==> run_1/placement.png <==
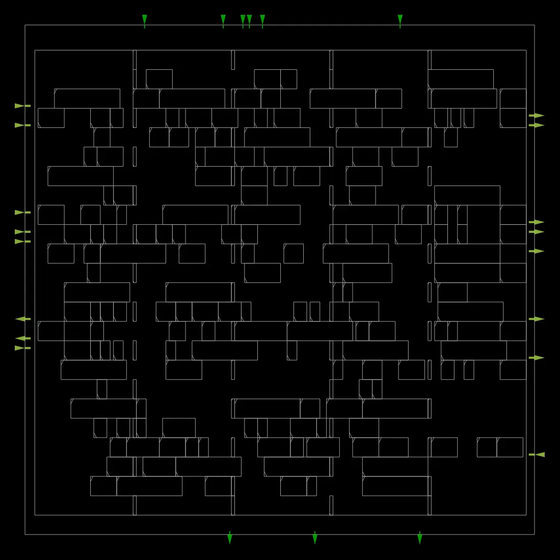
==> run_1/cell_density.png <==
7 x 7 tiles, from white (low) to dark blue (high), 0 to 100% covered.
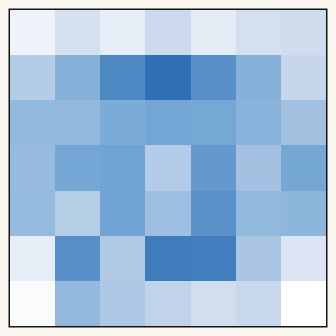
==> run_1/placement_by_type.png <==
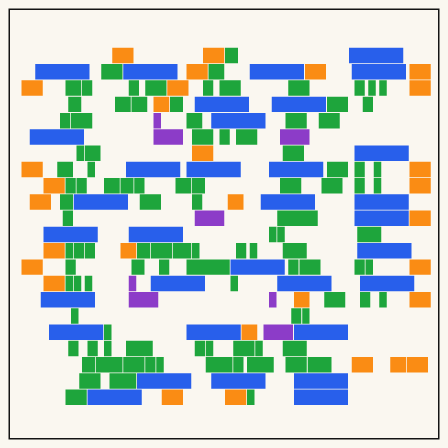
===== config.mk =====
export PLATFORM = sky130hd
export DESIGN_NAME = serial_transceiver
export DESIGN_NICKNAME = d
export VERILOG_FILES = /design/src/rtl/serial_transceiver.sv
export SDC_FILE = /design/constraint.sdc
export NUM_CORES = 1
export LEC_CHECK = 0
export CAP_MARGIN = 20
export CELL_PAD_IN_SITES_DETAIL_PLACEMENT = 0
export CELL_PAD_IN_SITES_GLOBAL_PLACEMENT = 2
export CORE_UTILIZATION = 34
export CTS_CLUSTER_DIAMETER = 30
export CTS_CLUSTER_SIZE = 24
export DETAILED_ROUTE_END_ITERATION = 6
export HOLD_SLACK_MARGIN = 0.08
export PLACE_DENSITY_LB_ADDON = 0.1
export SLEW_MARGIN = 20
export SYNTH_ARGS = -nofsm -noshare
export SYNTH_HDL_FRONTEND = slang
export SYNTH_SLANG_ARGS = --single-unit

===== constraint.sdc =====
create_clock -name Clk -period 2 [get_ports Clk]
set_input_delay 0.3 -clock Clk [delete_from_list [all_inputs] [get_ports Clk]]
set_output_delay 0.3 -clock Clk [all_outputs]
set_load 0.005 [all_outputs]

===== src/rtl/serial_transceiver.sv =====
// Parallel-to-serial / serial-to-parallel shift engine fed by the flow controller's
// SampleData/TransferData strobes; shifts MSB-first on a divided bit clock.
module serial_transceiver #(
  parameter int DATA_WIDTH = 8,
  parameter int CLK_DIV    = 4
) (
  input  logic                  Clk,
  input  logic                  Reset,
  input  logic                  SampleData,
  input  logic                  TransferData,
  input  logic [DATA_WIDTH-1:0] DataIn,
  input  logic                  SerialIn,
  output logic                  SerialOut,
  output logic                  SerialClk,
  output logic [DATA_WIDTH-1:0] RxData,
  output logic                  TransferDone,
  output logic                  TxBusy
);

  localparam int DIV_W = $clog2(CLK_DIV);
  localparam int BIT_W = $clog2(DATA_WIDTH);
  localparam logic [DIV_W-1:0] DIV_LAST = DIV_W'(CLK_DIV - 1);
  localparam logic [DIV_W-1:0] DIV_HALF = DIV_W'(CLK_DIV / 2);
  localparam logic [BIT_W-1:0] BIT_LAST = BIT_W'(DATA_WIDTH - 1);

  typedef enum logic {IDLE, SHIFT} state_t;

  state_t                state;
  logic [DATA_WIDTH-1:0] txShift;
  logic [DATA_WIDTH-1:0] rxShift;
  logic [DIV_W-1:0]      divCnt;
  logic [BIT_W-1:0]      bitCnt;

  logic                  divWrap;
  logic [DIV_W-1:0]      divNext;
  logic [DATA_WIDTH-1:0] rxNext;
  logic [DATA_WIDTH-1:0] txLoad;

  always_comb begin
    divWrap = (divCnt == DIV_LAST);
    divNext = divWrap ? '0 : divCnt + DIV_W'(1);
    // SerialIn is taken during the first high cycle of SerialClk; at completion
    // this may coincide with the wrap edge, so RxData is loaded from rxNext.
    rxNext  = (divCnt == DIV_HALF) ? {rxShift[DATA_WIDTH-2:0], SerialIn} : rxShift;
    // A same-cycle sample wins, so the fresh word is the one sent.
    txLoad  = SampleData ? DataIn : txShift;
  end

  always_ff @(posedge Clk or negedge Reset) begin
    if (!Reset) begin
      state        <= IDLE;
      txShift      <= '0;
      rxShift      <= '0;
      divCnt       <= '0;
      bitCnt       <= '0;
      SerialOut    <= 1'b0;
      SerialClk    <= 1'b0;
      RxData       <= '0;
      TransferDone <= 1'b0;
      TxBusy       <= 1'b0;
    end else begin
      case (state)
        IDLE: begin
          if (SampleData) begin
            txShift      <= DataIn;
            TransferDone <= 1'b0;
          end
          if (TransferData) begin
            state     <= SHIFT;
            TxBusy    <= 1'b1;
            SerialOut <= txLoad[DATA_WIDTH-1];
            SerialClk <= 1'b0;
            divCnt    <= '0;
            bitCnt    <= '0;
            rxShift   <= '0;
          end
        end
        SHIFT: begin
          divCnt    <= divNext;
          rxShift   <= rxNext;
          SerialClk <= (divNext >= DIV_HALF);
          if (divWrap) begin
            // Rotating rather than shifting restores the word after DATA_WIDTH bits.
            txShift <= {txShift[DATA_WIDTH-2:0], txShift[DATA_WIDTH-1]};
            if (bitCnt == BIT_LAST) begin
              state        <= IDLE;
              bitCnt       <= '0;
              RxData       <= rxNext;
              TransferDone <= 1'b1;
              TxBusy       <= 1'b0;
              SerialOut    <= 1'b0;
              SerialClk    <= 1'b0;
            end else begin
              bitCnt    <= bitCnt + BIT_W'(1);
              SerialOut <= txShift[DATA_WIDTH-2];
            end
          end
        end
        default: state <= IDLE;
      endcase
    end
  end

endmodule


==> flow_summary.json, run 1 <==
{
  "status": "finished clean",
  "r2r-end": "RxData[7]",
  "grt_overflow": 0,
  "worst_pin_slew_ns": 0.485,
  "first_global_vias": 1118,
  "vdd_ir_drop_max_mv": 0.461,
  "drive_above_1_share": 0.0960,
  "htreeDepth": 2,
  "vias": 1161,
  "relSlewSlack": 0.677,
  "power_density_nw_per_um2": 1410,
  "cts_tree": "built",
  "clock-sinks": 33,
  "warning_count": 28,
  "grt_max_degree": 34,
  "drt_iter0_markers": 62,
  "cts_resized": 0,
  "skew_ns": 0.00350,
  "rr_startpoint": "bitCnt[0]",
  "antenna_found_initial": 0,
  "drcViolationCount": 0,
  "grt_use_met2": 0.212,
  "finalSetupViolCount": 0,
  "clock_latency_ns": 0.28,
  "viasPerCell": 5.07,
  "r2r_cells": 4,
  "cp-start-kind": "flop",
  "max_freq_ghz": 0.652,
  "critPathLaunch": "bitCnt[0]",
  "critPathArrivalTime_ns": 1.70,
  "grt_use_total": 0.135,
  "core_area_sq_um": 4500,
  "cts_hold_buffers": 0,
  "grt_setup_unrepaired": "false",
  "ys_area_sq_um": 1640,
  "grt-busiest-layer": "met2",
  "min_path_type": "input pin to async pin",
  "fp_util": 0.365,
  "endpoint": "RxData[7]",
  "tns_ns": 0,
  "async_reset_ff_frac": 1.00,
  "drt_first_pass_iters": 4,
  "post-route-period-util": 0.767,
  "yosysCellCount": 148,
  "fp.dieW_um": 71.5,
  "ys_ff": 33,
  "ys_seq_frac": 0.502,
  "portBuffers": 24,
  "wl_per_cell_um": 13.4,
  "fin_crit_ns": 1.53,
  "regArea_sq_um": 826,
  "post_cts_buffers": 0,
  "p_leak_nw": 0.860,
  "syn_nets": 166,
  "synth-edff-count": 0,
  "syn_avg_cell_area_sq_um": 11.1,
  "logic_area_sq_um": 732,
  "layout_top_cells": "33 x dfrtp_1, 24 x clkdlybuf4s50_1, 18 x nand2_1, 17 x mux2i_1, 15 x o21ai_0",
  "chip_area_sq_um": 5120,
  "ff2ff_setup_slack_ns": 0.47,
  "cts_buffers": 5,
  "grt_use_met1": 0.174,
  "max-cap-violations": 0,
  "worstSetupEndpointType": "flop",
  "synth_area_sq_um": 1640,
  "drv_slew": 0,
  "root_buffer": "clkbuf_8",
  "worst-path-max-fanout": 14,
  "fin_area_sq_um": 2000,
  "yosys_warnings": 0,
  "use_met3": 0.0464,
  "gp_congestion": 0.725,
  "diodes": 0,
  "grt_pass1_wl_um": 5260,
  "final_hold_viol_count": 0,
  "syn_inst": 148,
  "final_common_cell": "dfrtp_1",
  "ff_type": "dfrtp_1",
  "nets": 194,
  "die_h_um": 71.5,
  "io_pins": 25,
  "area_growth_pct": 21.6,
  "critPathRequiredTime_ns": 2.16,
  "dp_hpwl_um": 2110,
  "cts_buffer_depth": 2,
  "dpl-instance-area_sq_um": 1920,
  "clk_pin_slew_ns": 0.06,
  "routed_wl_um": 3080,
  "synthDistinctLibCells": 25,
  "final_antenna_net_count": 0,
  "critPathKind": "flop to flop"
}
## Picture notes: placement.png
final core utilization: 0.444
Layout fillers: 439
Final Non-Filler Cells: 229
# rows: 24
flop share of the area: 0.413

## Picture notes: cell_density.png
emptiest ninth of the die	south-east
nearly empty tiles	2.0%
mean over tiles	38%
fullest tile	75%

## Picture notes: placement_by_type.png
class	colour	cells
clock drivers and dummy loads	purple	8
other buffers and delay cells	orange	30
flops	blue	33
combinational and other logic	green	106

## run 1: how the worst min path moves through the flow
stage                         start          to  slack, ns
after floorplan               Reset   RxData[0]      0.004
after global placement    RxData[2]   RxData[2]       0.46
after detailed placement  RxData[6]   RxData[6]       0.47
after CTS                     Reset  txShift[4]       0.45
after global routing          Reset   divCnt[0]       0.46
final                         Reset   bitCnt[0]       0.44
## run 1: where the power goes
group          internal [mW]  switching [mW]  total [mW]
logic                  0.645           0.509        1.15
clock network          0.247           0.227       0.474
registers              0.960           0.222        1.18
total                   1.85           0.959        2.81
## run 1: registers in the layout, indices dropped and copies added, names as in the netlist
name          cells
SerialOut         1
rxShift           8
RxData            8
txShift           8
SerialClk         1
TxBusy            1
bitCnt            3
state             1
TransferDone      1
divCnt            1
## run 1: critical path, cell delays in order, from the launching register on
cell     delay (ns)
dfrtp_1        0.41
ha_1           0.23
ha_1           0.21
nand3_2        0.20
mux2_2         0.36
## run 1: layer usage
layer	wire length (um)	part of all wire
met4	50	0.016
met5	0	0
met1	1490	0.48
met3	103	0.033
met2	1430	0.46
## run 1: per-stage QoR
| stage | worst slack (ns) | total power, mW | util | std cells | hold WS, ns |
|---|---|---|---|---|---|
| final | 0.465 | 2.81 | 0.444 | 229 | 0.435 |
| after global routing | 0.391 | 3.06 | 0.444 | 229 | 0.463 |
| after CTS | 0.448 | 2.86 | 0.444 | 229 | 0.450 |
| after detailed placement | 0.330 | 2.37 | 0.426 | 221 | 0.470 |
| after global placement | 0.346 | 2.33 | 0.426 | 221 | 0.462 |
| after floorplan | 0.583 | 1.99 | - | 148 | 0.00441 |
## run 1: cells by family (layout without fill, tap and decap cells)
group / Yosys count / in the layout / share of synthesized area
AOI/OAI and AO/OA: 41 / 41 / 0.164
adders and majority gates: 5 / 5 / 0.0381
buffers and inverters: 12 / 41 / 0.0525
DFF: 33 / 33 / 0.502
muxes: 21 / 21 / 0.131
and+or+nand+nor: 36 / 36 / 0.113
## run 1: cells in the mapped netlist (all sizes together), types with 3 or more instances
cell type | instances | area [sq um]
a32o | 4 | 40.0
ha | 5 | 62.6
nand2 | 18 | 67.6
o21ai | 15 | 75.1
inv | 3 | 11.3
dfrtp | 33 | 826
buf | 9 | 75.1
nand3 | 4 | 25.0
a21oi | 10 | 50.1
mux2i | 17 | 170
mux2 | 4 | 45.0
a211oi | 7 | 52.6
nor2 | 5 | 35.0
nor2b | 8 | 50.1
## run 1: cell type report
class / count / share of cell area
sequential: 33 / 0.413
inverter: 3 / 0.00563
clock buffer: 8 / 0.0401
timing repair buffer: 30 / 0.143
tap: 52 / 0.0325
multi-input combinational: 103 / 0.366
==> run_1/flops_by_reg.png <==
Scale bar: 20 um. Other sequential cells in the stronger grey, the rest of the logic in the fainter grey.
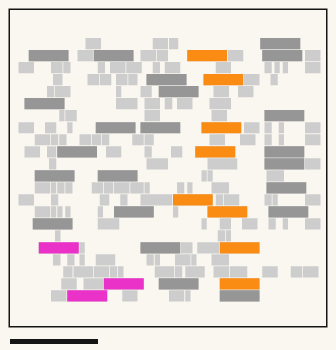

==> run 2, diff against run 1 <==
Settings changed: CORE_UTILIZATION 34 to 31.
Clock period 2 ns to 1.2 ns, I/O delays scaled along.
==> run_2/flops_by_reg.png <==
Scale bar: 20 um. Other sequential cells in the stronger grey, the rest of the logic in the fainter grey.
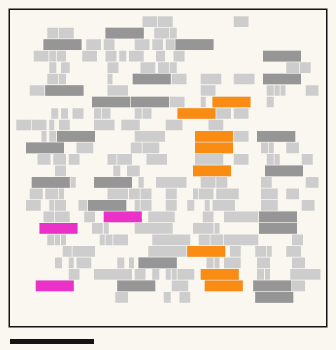
netlist name	colour	sequential cells
`bitCnt`	magenta	3
`rxShift`	orange	8

==> run 2 against run 1 <==
  * The run now ends with setup timing left
  * Non-clock buffer count rose by 27
  * Cell count increased by 20%
  * Register-to-register slack worse by 0.63 ns
  * Utilization up 2.2 points
  * Area after synthesis is the same
  * Total power up 100%
  * First-iteration DRC count decreased by 55%
  * Critical endpoint unchanged
  * Highest routed layer unchanged
==> flow_summary.json, run 2 <==
{
  "grt_setup_unrepaired": "true",
  "grt_overflow": 0,
  "layout_top_cells": "33 x dfrtp_1, 26 x buf_4, 17 x nand2_1, 13 x mux2i_1, 12 x clkdlybuf4s50_1",
  "yosys-top-cells-area": "dfrtp_1 50%, mux2i_1 10%, o21ai_0 4.6%",
  "cp-start-kind": "flop",
  "setup_ws_ns": -0.166,
  "finalSetupViolCount": 25,
  "cts_tree": "built",
  "yosysCellCount": 148,
  "power_frac_clock": 0.141,
  "slowest_stage": "dfrtp_1",
  "gp_congestion": 0.691,
  "clock_latency_ns": 0.28,
  "reg.largest.list": "RxData x8, rxShift x8, txShift x8",
  "clock-sinks": 33,
  "place_ws_ns": -0.211,
  "ff_type": "dfrtp_1",
  "die_h_um": 74.8,
  "worstSetupEndpointType": "flop",
  "min_path_type": "input pin to async pin",
  "num_rows": 26,
  "wl_per_cell_um": 12.8,
  "area_growth_pct": 44.6,
  "totalPowerFinal_mw": 5.65,
  "dp_hpwl_um": 2450,
  "chip_area_sq_um": 5600,
  "ys_area_sq_um": 1640,
  "top_cells_by_count": "33 x dfrtp_1, 18 x nand2_1, 17 x mux2i_1, 15 x o21ai_0, 10 x a21oi_1",
  "grt_max_degree": 34,
  "critPathArrivalTime_ns": 1.53,
  "syn_inst": 148,
  "max_freq_ghz": 0.732,
  "nets": 221,
  "grt_use_total": 0.139,
  "fp.dieW_um": 74.8,
  "ys_ff": 33,
  "critPathLaunch": "SerialClk",
  "first_global_vias": 1238,
  "relSlewSlack": 0.779,
  "p_sw_frac": 0.348,
  "yosys_warnings": 0,
  "drv_slew": 0,
  "top_area_frac": 0.502,
  "drt_iter0_markers": 28,
  "synthDistinctLibCells": 25,
  "critPathTopFamily": "multiplexers",
  "vias": 1288,
  "hold-worst-slack_ns": 0.271,
  "r2r_cells": 4,
  "async_reset_ff_frac": 1.00,
  "drcViolationCount": 0,
  "post-route-period-util": 1.14,
  "syn_nets": 166,
  "final_hold_viol_count": 0,
  "cts_buffers": 5,
  "violations": "setup timing",
  "crit_path_max_incr_delay_ns": 0.39,
  "r2r-end": "RxData[7]",
  "cts_buffer_depth": 2,
  "rr_startpoint": "SerialClk",
  "syn_avg_cell_area_sq_um": 11.1,
  "status": "finished, violations left",
  "ys_seq_frac": 0.502,
  "top_cell": "dfrtp_1",
  "critPathKind": "flop to flop",
  "crit_path_cell_trace": "buf_6 > ha_4 > mux2_4 > mux2_2",
  "final_common_cell": "dfrtp_1",
  "skew_ns": 0.00414,
  "crit_cells": 4,
  "p_sw_mw": 1.96,
  "power_density_nw_per_um2": 2380,
  "p_comb_frac": 0.508,
  "routed_wl_um": 3510,
  "p_seq_frac": 0.351,
  "largest_area_cell": "dfrtp_1",
  "portBuffers": 24,
  "vdd_ir_drop_max_mv": 0.768,
  "htreeDepth": 2,
  "fp_util": 0.322,
  "drive_above_1_share": 0.309,
  "power.internal_mw": 3.68,
  "root_buffer": "clkbuf_8"
}
==> run_2/placement_by_type.png <==
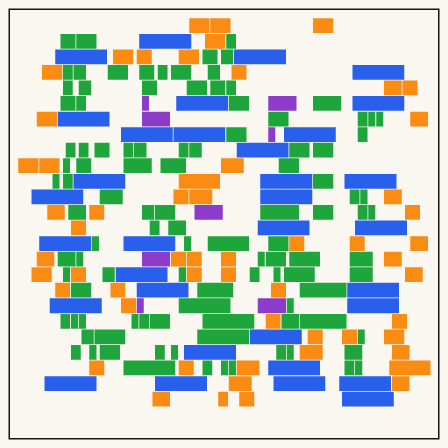
class	colour	cells
flops	blue	33
clock drivers and dummy loads	purple	8
other buffers and delay cells	orange	57
combinational and other logic	green	106

==> run 2: cell count changes in the layout (fill, tap and decap cells not counted), sizes merged <==
cell           change
dlygate4sd2       +11
buf               +27
clkbuf             +1
clkdlybuf4s50     -12
==> run 2: per-stage QoR <==
step	setup TNS, ns	instance area (sq um)	cells	utilization
final	-1.68	2380	274	0.465
after global routing	-3.09	2380	274	0.465
after CTS	-2.63	2260	271	0.442
after detailed placement	-3.10	2130	256	0.417
after global placement	-2.24	2130	256	0.417
after floorplan	-0.588	1680	148	-
==> run 2: power by group through the flow <==
stage	sequential, mW	combinational [mW]	clock, mW
global placement	1.95	2.35	0
CTS	1.94	2.54	0.829
detailed placement	1.98	2.45	0
floorplan	1.92	1.53	0
finish	1.98	2.87	0.795
global route	2.04	3.19	0.871
==> run 2: per-layer routing <==
| layer | vias up | GRT usage | part of all wire |
|---|---|---|---|
| met1 | 623 | 0.160 | 0.44 |
| met2 | 23 | 0.242 | 0.51 |
| li1 | 636 | - | - |
| met4 | 0 | 0.0566 | 0.014 |
| met3 | 6 | 0.0415 | 0.040 |
| met5 | - | 0 | 0 |
==> run 2: how the worst min path moves through the flow <==
| stage | endpoint | from | depth (start not counted) | slack, ns |
|---|---|---|---|---|
| final | RxData[5] | Reset | 2 | 0.27 |
| after global placement | RxData[2] | RxData[2] | 2 | 0.46 |
| after floorplan | RxData[0] | Reset | 0 | -0.12 |
| after global routing | SerialClk | Reset | 2 | 0.28 |
| after CTS | SerialClk | Reset | 2 | 0.27 |
| after detailed placement | RxData[2] | RxData[2] | 2 | 0.47 |
==> run 2: repair_timing <==
item | CTS | global route
buffers inserted | 7 | 3
hold buffers | 0 | 0
setup endpoints to repair | 42 | 32
gates resized | 19 | 24
pin swaps | 3 | 8
==> run 2: kinds of logic after synthesis <==
logic type,share of synthesized area
AND-OR/OR-AND,0.164
flip-flops,0.502
multiplexers,0.131
AND/OR/NAND/NOR,0.113
adder cells (fa/ha/maj),0.0381
buffers and inverters,0.0525
==> run 2: cell type report <==
class	count	area, sq um
inverter	3	11.3
multi-input combinational	103	860
sequential	33	826
tap	70	87.6
clock buffer	8	80.1
fill	516	2730
timing repair buffer	57	513
Power figures rest on the tool's default switching activity, not on a simulated workload.
